run_1/pinout.png
Pins as bars across the die edge, other pins in grey.
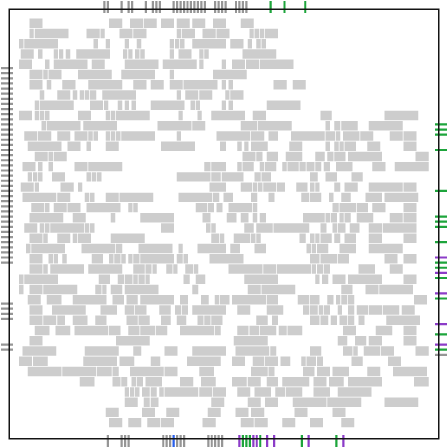
run_1/class_map.png
Fill, decap, tap and diode cells in grey.
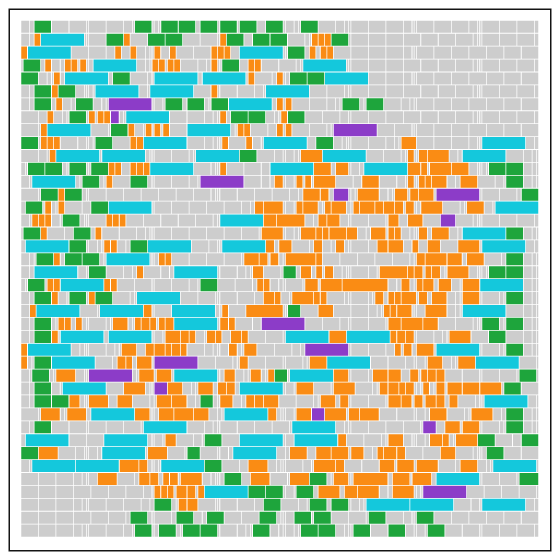
run_1/layers.png
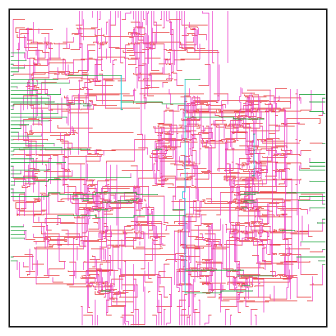
### config.mk
export PLATFORM = sky130hd
export DESIGN_NAME = sip_xnor_acc_ctrl_flat
export DESIGN_NICKNAME = d
export VERILOG_FILES = /design/src/rtl/sip_xnor_acc_ctrl_if.sv /design/src/rtl/sip_xnor_acc_ctrl.sv /design/src/flat_wrapper.sv
export SDC_FILE = /design/constraint.sdc
export NUM_CORES = 1
export LEC_CHECK = 0
export CORE_MARGIN = 2
export CORE_UTILIZATION = 37
export DETAILED_ROUTE_END_ITERATION = 10
export SLEW_MARGIN = 20
export SYNTH_ARGS = -nofsm -noshare
export SYNTH_HDL_FRONTEND = slang
export SYNTH_SLANG_ARGS = --single-unit
### constraint.sdc
create_clock -name i_CLK -period 5 [get_ports i_CLK]
set_clock_uncertainty 0.2 [all_clocks]
set_input_delay 1 -clock i_CLK [delete_from_list [all_inputs] [get_ports i_CLK]]
set_output_delay 1 -clock i_CLK [all_outputs]
set_load 0.02 [all_outputs]
### src/rtl/sip_xnor_acc_ctrl_if.sv
// Bus between the tile scheduler, the XNOR dot datapath and sip_xnor_acc_ctrl.
// Handshakes: a transfer happens on a rising edge where valid and ready are both 1; valid may
// not depend on ready, and the producer holds data stable while valid is high and ready is low.
interface sip_xnor_acc_ctrl_if #(
  parameter int ACC_W              = 24,
  parameter int CNT_W              = 8,
  parameter int BITS_ACT           = 16,
  parameter int BITS_WEIGHT        = 16,
  parameter int BITS_SIP_DOT_ADDER = 12
);
  logic                                 i_Start;
  logic        [CNT_W-1:0]              i_NumChunks;
  logic                                 i_Mode;
  logic                                 i_SignI;
  logic                                 i_Bin;
  logic                                 i_InValid;
  logic                                 o_InReady;
  logic        [BITS_ACT-1:0]           i_Act;
  logic        [BITS_WEIGHT-1:0]        i_Weight;
  logic        [BITS_ACT-1:0]           o_Act;
  logic        [BITS_WEIGHT-1:0]        o_Weight;
  logic                                 o_Mode;
  logic                                 o_SignI;
  logic                                 o_Bin;
  logic signed [BITS_SIP_DOT_ADDER-1:0] i_DotSum;
  logic                                 o_OutValid;
  logic                                 i_OutReady;
  logic signed [ACC_W-1:0]              o_Result;
  logic                                 o_Sat;
  logic                                 o_Busy;

  modport master (
    output i_Start, i_NumChunks, i_Mode, i_SignI, i_Bin, i_InValid, i_Act, i_Weight,
           i_DotSum, i_OutReady,
    input  o_InReady, o_Act, o_Weight, o_Mode, o_SignI, o_Bin, o_OutValid, o_Result,
           o_Sat, o_Busy
  );

  modport slave (
    input  i_Start, i_NumChunks, i_Mode, i_SignI, i_Bin, i_InValid, i_Act, i_Weight,
           i_DotSum, i_OutReady,
    output o_InReady, o_Act, o_Weight, o_Mode, o_SignI, o_Bin, o_OutValid, o_Result,
           o_Sat, o_Busy
  );
endinterface

### src/rtl/sip_xnor_acc_ctrl.sv
// Job sequencer for the XNOR SIP dot datapath: streams NumChunks operand pairs through
// registered outputs and saturating-accumulates the returned dot sums into one result.
module sip_xnor_acc_ctrl #(
  parameter int ACC_W              = 24,
  parameter int CNT_W              = 8,
  parameter int BITS_ACT           = 16,
  parameter int BITS_WEIGHT        = 16,
  parameter int BITS_SIP_DOT_ADDER = 12
) (
  input  logic                i_CLK,
  input  logic                i_RSTn,
  sip_xnor_acc_ctrl_if.slave  bus,
  output logic [1:0]          dbg_state
);
  typedef enum logic [1:0] {
    S_IDLE  = 2'd0,
    S_RUN   = 2'd1,
    S_DRAIN = 2'd2,
    S_DONE  = 2'd3
  } state_t;

  state_t                   state_q, state_d;
  logic [CNT_W-1:0]         num_q, cnt_q;
  logic [CNT_W:0]           cnt_inc;
  logic [BITS_ACT-1:0]      act_q;
  logic [BITS_WEIGHT-1:0]   weight_q;
  logic                     mode_q, sign_i_q, bin_q;
  logic                     op_valid_q;
  logic [ACC_W-1:0]         acc_q, acc_next;
  logic [ACC_W:0]           sum_wide;
  logic                     acc_clamp;
  logic                     sat_q, busy_q;
  logic                     chunk_hs, start_hs;

  assign chunk_hs = (state_q == S_RUN) && bus.i_InValid;
  assign start_hs = (state_q == S_IDLE) && bus.i_Start;
  assign cnt_inc  = {1'b0, cnt_q} + {{CNT_W{1'b0}}, 1'b1};

  always_comb begin
    state_d = state_q;
    case (state_q)
      S_IDLE:  if (bus.i_Start) state_d = (bus.i_NumChunks == '0) ? S_DONE : S_RUN;
      S_RUN:   if (chunk_hs && (cnt_inc == {1'b0, num_q})) state_d = S_DRAIN;
      S_DRAIN: state_d = S_DONE;
      S_DONE:  if (bus.i_OutReady) state_d = S_IDLE;
      default: state_d = S_IDLE;
    endcase
  end

  // One guard bit above the accumulator: overflow shows as the top two bits disagreeing.
  always_comb begin
    sum_wide  = {acc_q[ACC_W-1], acc_q}
              + {{(ACC_W + 1 - BITS_SIP_DOT_ADDER){bus.i_DotSum[BITS_SIP_DOT_ADDER-1]}},
                 bus.i_DotSum};
    acc_clamp = sum_wide[ACC_W] ^ sum_wide[ACC_W-1];
    acc_next  = sum_wide[ACC_W-1:0];
    if (acc_clamp) begin
      acc_next = sum_wide[ACC_W] ? {1'b1, {(ACC_W-1){1'b0}}} : {1'b0, {(ACC_W-1){1'b1}}};
    end
  end

  always_ff @(posedge i_CLK or negedge i_RSTn) begin
    if (!i_RSTn) begin
      state_q    <= S_IDLE;
      busy_q     <= 1'b0;
      num_q      <= '0;
      cnt_q      <= '0;
      act_q      <= '0;
      weight_q   <= '0;
      mode_q     <= 1'b0;
      sign_i_q   <= 1'b0;
      bin_q      <= 1'b0;
      op_valid_q <= 1'b0;
      acc_q      <= '0;
      sat_q      <= 1'b0;
    end else begin
      state_q    <= state_d;
      busy_q     <= (state_d != S_IDLE);
      op_valid_q <= chunk_hs;
      if (start_hs) begin
        num_q    <= bus.i_NumChunks;
        cnt_q    <= '0;
        mode_q   <= bus.i_Mode;
        sign_i_q <= bus.i_SignI;
        bin_q    <= bus.i_Bin;
        acc_q    <= '0;
        sat_q    <= 1'b0;
      end
      if (chunk_hs) begin
        act_q    <= bus.i_Act;
        weight_q <= bus.i_Weight;
        cnt_q    <= cnt_inc[CNT_W-1:0];
      end
      // The dot sum for the operands registered last edge is valid now.
      if (op_valid_q) begin
        acc_q <= acc_next;
        if (acc_clamp) sat_q <= 1'b1;
      end
    end
  end

  assign bus.o_InReady  = (state_q == S_RUN);
  assign bus.o_OutValid = (state_q == S_DONE);
  assign bus.o_Act      = act_q;
  assign bus.o_Weight   = weight_q;
  assign bus.o_Mode     = mode_q;
  assign bus.o_SignI    = sign_i_q;
  assign bus.o_Bin      = bin_q;
  assign bus.o_Result   = acc_q;
  assign bus.o_Sat      = sat_q;
  assign bus.o_Busy     = busy_q;
  assign dbg_state      = state_q;
endmodule

### src/flat_wrapper.sv
// flat-port wrapper written by rule: the top's interface ports become plain ports
module sip_xnor_acc_ctrl_flat 
#(
  parameter int ACC_W              = 24,
  parameter int CNT_W              = 8,
  parameter int BITS_ACT           = 16,
  parameter int BITS_WEIGHT        = 16,
  parameter int BITS_SIP_DOT_ADDER = 12
)
  (i_CLK, i_RSTn, dbg_state, bus_i_Start, bus_i_NumChunks, bus_i_Mode, bus_i_SignI, bus_i_Bin, bus_i_InValid, bus_i_Act, bus_i_Weight, bus_i_DotSum, bus_i_OutReady, bus_o_InReady, bus_o_Act, bus_o_Weight, bus_o_Mode, bus_o_SignI, bus_o_Bin, bus_o_OutValid, bus_o_Result, bus_o_Sat, bus_o_Busy);
  sip_xnor_acc_ctrl_if #(.ACC_W(ACC_W), .CNT_W(CNT_W), .BITS_ACT(BITS_ACT), .BITS_WEIGHT(BITS_WEIGHT), .BITS_SIP_DOT_ADDER(BITS_SIP_DOT_ADDER)) bus_i ();
  input  logic i_CLK;
  input  logic i_RSTn;
  output logic [1:0] dbg_state;
  input wire logic [$bits(bus_i.i_Start)-1:0] bus_i_Start;
  input wire logic [$bits(bus_i.i_NumChunks)-1:0] bus_i_NumChunks;
  input wire logic [$bits(bus_i.i_Mode)-1:0] bus_i_Mode;
  input wire logic [$bits(bus_i.i_SignI)-1:0] bus_i_SignI;
  input wire logic [$bits(bus_i.i_Bin)-1:0] bus_i_Bin;
  input wire logic [$bits(bus_i.i_InValid)-1:0] bus_i_InValid;
  input wire logic [$bits(bus_i.i_Act)-1:0] bus_i_Act;
  input wire logic [$bits(bus_i.i_Weight)-1:0] bus_i_Weight;
  input wire logic [$bits(bus_i.i_DotSum)-1:0] bus_i_DotSum;
  input wire logic [$bits(bus_i.i_OutReady)-1:0] bus_i_OutReady;
  output wire logic [$bits(bus_i.o_InReady)-1:0] bus_o_InReady;
  output wire logic [$bits(bus_i.o_Act)-1:0] bus_o_Act;
  output wire logic [$bits(bus_i.o_Weight)-1:0] bus_o_Weight;
  output wire logic [$bits(bus_i.o_Mode)-1:0] bus_o_Mode;
  output wire logic [$bits(bus_i.o_SignI)-1:0] bus_o_SignI;
  output wire logic [$bits(bus_i.o_Bin)-1:0] bus_o_Bin;
  output wire logic [$bits(bus_i.o_OutValid)-1:0] bus_o_OutValid;
  output wire logic [$bits(bus_i.o_Result)-1:0] bus_o_Result;
  output wire logic [$bits(bus_i.o_Sat)-1:0] bus_o_Sat;
  output wire logic [$bits(bus_i.o_Busy)-1:0] bus_o_Busy;
  assign bus_i.i_Start = bus_i_Start;
  assign bus_i.i_NumChunks = bus_i_NumChunks;
  assign bus_i.i_Mode = bus_i_Mode;
  assign bus_i.i_SignI = bus_i_SignI;
  assign bus_i.i_Bin = bus_i_Bin;
  assign bus_i.i_InValid = bus_i_InValid;
  assign bus_i.i_Act = bus_i_Act;
  assign bus_i.i_Weight = bus_i_Weight;
  assign bus_i.i_DotSum = bus_i_DotSum;
  assign bus_i.i_OutReady = bus_i_OutReady;
  assign bus_o_InReady = bus_i.o_InReady;
  assign bus_o_Act = bus_i.o_Act;
  assign bus_o_Weight = bus_i.o_Weight;
  assign bus_o_Mode = bus_i.o_Mode;
  assign bus_o_SignI = bus_i.o_SignI;
  assign bus_o_Bin = bus_i.o_Bin;
  assign bus_o_OutValid = bus_i.o_OutValid;
  assign bus_o_Result = bus_i.o_Result;
  assign bus_o_Sat = bus_i.o_Sat;
  assign bus_o_Busy = bus_i.o_Busy;
  sip_xnor_acc_ctrl #(.ACC_W(ACC_W), .CNT_W(CNT_W), .BITS_ACT(BITS_ACT), .BITS_WEIGHT(BITS_WEIGHT), .BITS_SIP_DOT_ADDER(BITS_SIP_DOT_ADDER)) u_core (.i_CLK(i_CLK), .i_RSTn(i_RSTn), .bus(bus_i), .dbg_state(dbg_state));
endmodule
==> results_slide.txt, run 1 <==
Implementation Results

Status
  • Status: completed

Yosys
  • Basic Gates by Area: 0.159
  • Dominant cell area share: 0.450
  • YS chip area: 4450 µm²
  • Seq share, synth: 0.450
  • Post-synth top cells: 124 x nand2_1, 80 x dfrtp_1, 25 x ha_1

Critical path
  • Crit path required time: 5.02 ns
  • Critical Path End: u_core.bus.o_Result[0]
  • FF-to-FF path depth: 10
  • Reg2Reg Setup Slack: 1.34 ns
  • Startpoint Class: input port
  • Crit Path Max Fanout: 22

Clock tree
  • # hold bufs at CTS: 0
  • CTS sink cnt: 80

Layout
  • Final instance area: 6110 µm²
  • Layout Nets: 669
  • Sequential cell area: 2000 µm²
  • Comb area share: 0.384
  • Invs w/o clock: 7
  • Fin util: 0.515
  • Gate Area: 2340 µm²
  • Flop count: 80

Floorplan
  • Core box area: 11900 µm²
  • Chip area: 12900 µm²

STA
  • Post-layout period usage: 0.857

Place
  • DP Area: 5830 µm²
  • Place WS: 0.357 ns
  • Placed cells: 719

Power
  • Combinational group power: 2330 µW
  • Flop+latch power: 1120 µW
  • Clock Power: 616 µW

Worst hold path
  • Hold Crit Class: reg2reg
  • Worst Hold End: u_core.bus.o_Act[7]

Routing
  • Met1 Wirelength: 4720 µm
  • Antenna Nets Post-Route: 0

Global routing
  • Gr usage total: 0.176
  • Largest net degree at the start of global routing: 81

Run
  • Max-cap viol count: 0
-- pinout.png (at the start) --
[green] bus_o_Result | pins: 24 | direction: output | edge: 15 right, 6 bottom, 3 top
[purple] bus_i_DotSum | pins: 12 | direction: input | edge: 7 bottom, 5 right
[blue] bus_o_InReady | pins: 1 | direction: output | edge: bottom

-- class_map.png (at the start) --
[cyan] sequential cells | cells: 80 | share of their area: 34%
[green] remaining buffers and delay cells | cells: 129 | share of their area: 22%
[purple] clock drivers and dummy loads | cells: 15 | share of their area: 4.6%
[orange] remaining logic cells | cells: 363 | share of their area: 40%

-- layers.png (at the start) --
[red] M1 | wire length: 4720 µm
[magenta] M2 | wire length: 5330 µm
[green] M3 | wire length: 843 µm
[cyan] M4 | wire length: 106 µm

run_1/placed.png
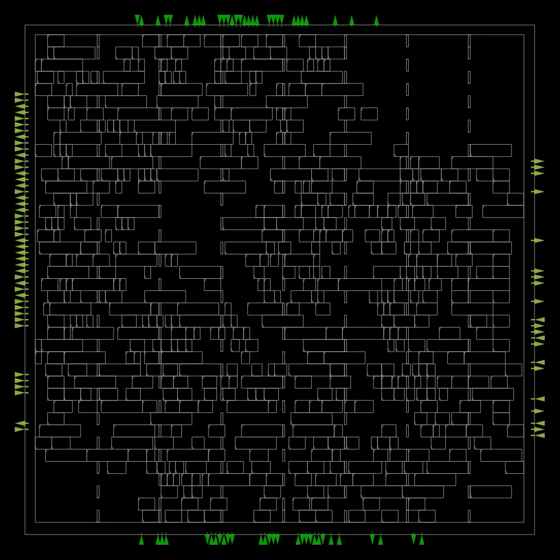

--- run 2 (diff from run 1) ---
--- a/config.mk
+++ b/config.mk
@@ -5,9 +5,11 @@
 export SDC_FILE = /design/constraint.sdc
 export NUM_CORES = 1
 export LEC_CHECK = 0
+export CORE_ASPECT_RATIO = 0.5
 export CORE_MARGIN = 2
-export CORE_UTILIZATION = 37
+export CORE_UTILIZATION = 52
 export DETAILED_ROUTE_END_ITERATION = 10
+export PLACE_DENSITY = 0.86
 export SLEW_MARGIN = 20
 export SYNTH_ARGS = -nofsm -noshare
 export SYNTH_HDL_FRONTEND = slang
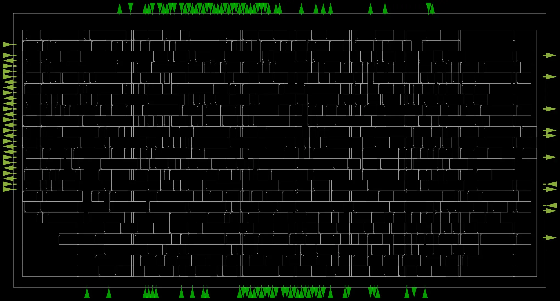
run_2/placed.png
fin util: 0.754
Non-Filler Instances: 700
Rows: 23
number of tapcells: 112

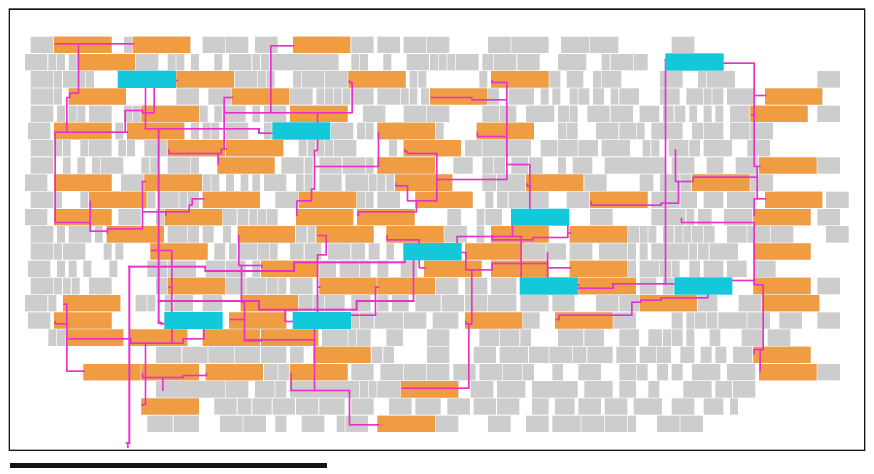
run_2/clock_wires.png
The bar under the picture is 50 µm long.
[magenta] clock wires | length: 1030 µm
[cyan] clock-net drivers | count: 9
[orange] flip-flops | count: 80
routed clock nets: 10

==> results_slide.txt, run 2 <==
Implementation Results

Status
  • Status: completed

STA
  • Max Freq: 0.237 GHz
  • Post-layout period usage: 0.844

Yosys
  • Basic Gates by Area: 0.159
  • Post-synth top cells: 124 x nand2_1, 80 x dfrtp_1, 25 x ha_1
  • YS chip area: 4450 µm²

Layout
  • Number of diodes: 0
  • Sequential cell area: 2000 µm²
  • Final instance area: 6140 µm²
  • Flop count: 80
  • Invs w/o clock: 7
  • Gate Area: 2340 µm²
  • Biggest Area Class: multi-input combinational cells

Clock tree
  • Total CTS buffers: 9
  • # hold bufs at CTS: 0
  • CTS sink cnt: 80

Routing
  • Antenna Nets Post-Route: 0
  • Met1 Wirelength: 4540 µm

Floorplan
  • FP Util: 0.547
  • Core box area: 8140 µm²

Worst hold path
  • Hold Crit Class: reg2reg
  • Worst Hold End: u_core.bus.o_Weight[12]

Power
  • Flop+latch power: 1130 µW
  • Clock Power: 774 µW
  • Combinational group power: 2360 µW

Place
  • DP Area: 5790 µm²
  • Place WS: 0.429 ns

Critical path
  • Startpoint Class: input port
  • Crit path required time: 5.02 ns
  • Crit Path Max Fanout: 22
  • FF-to-FF path depth: 10
  • Reg2Reg Setup Slack: 1.40 ns

Run
  • Max-cap viol count: 0

Global routing
  • Largest net degree at the start of global routing: 81
  • GRT overflow: 0
Power is estimated from default activity; no workload was simulated.
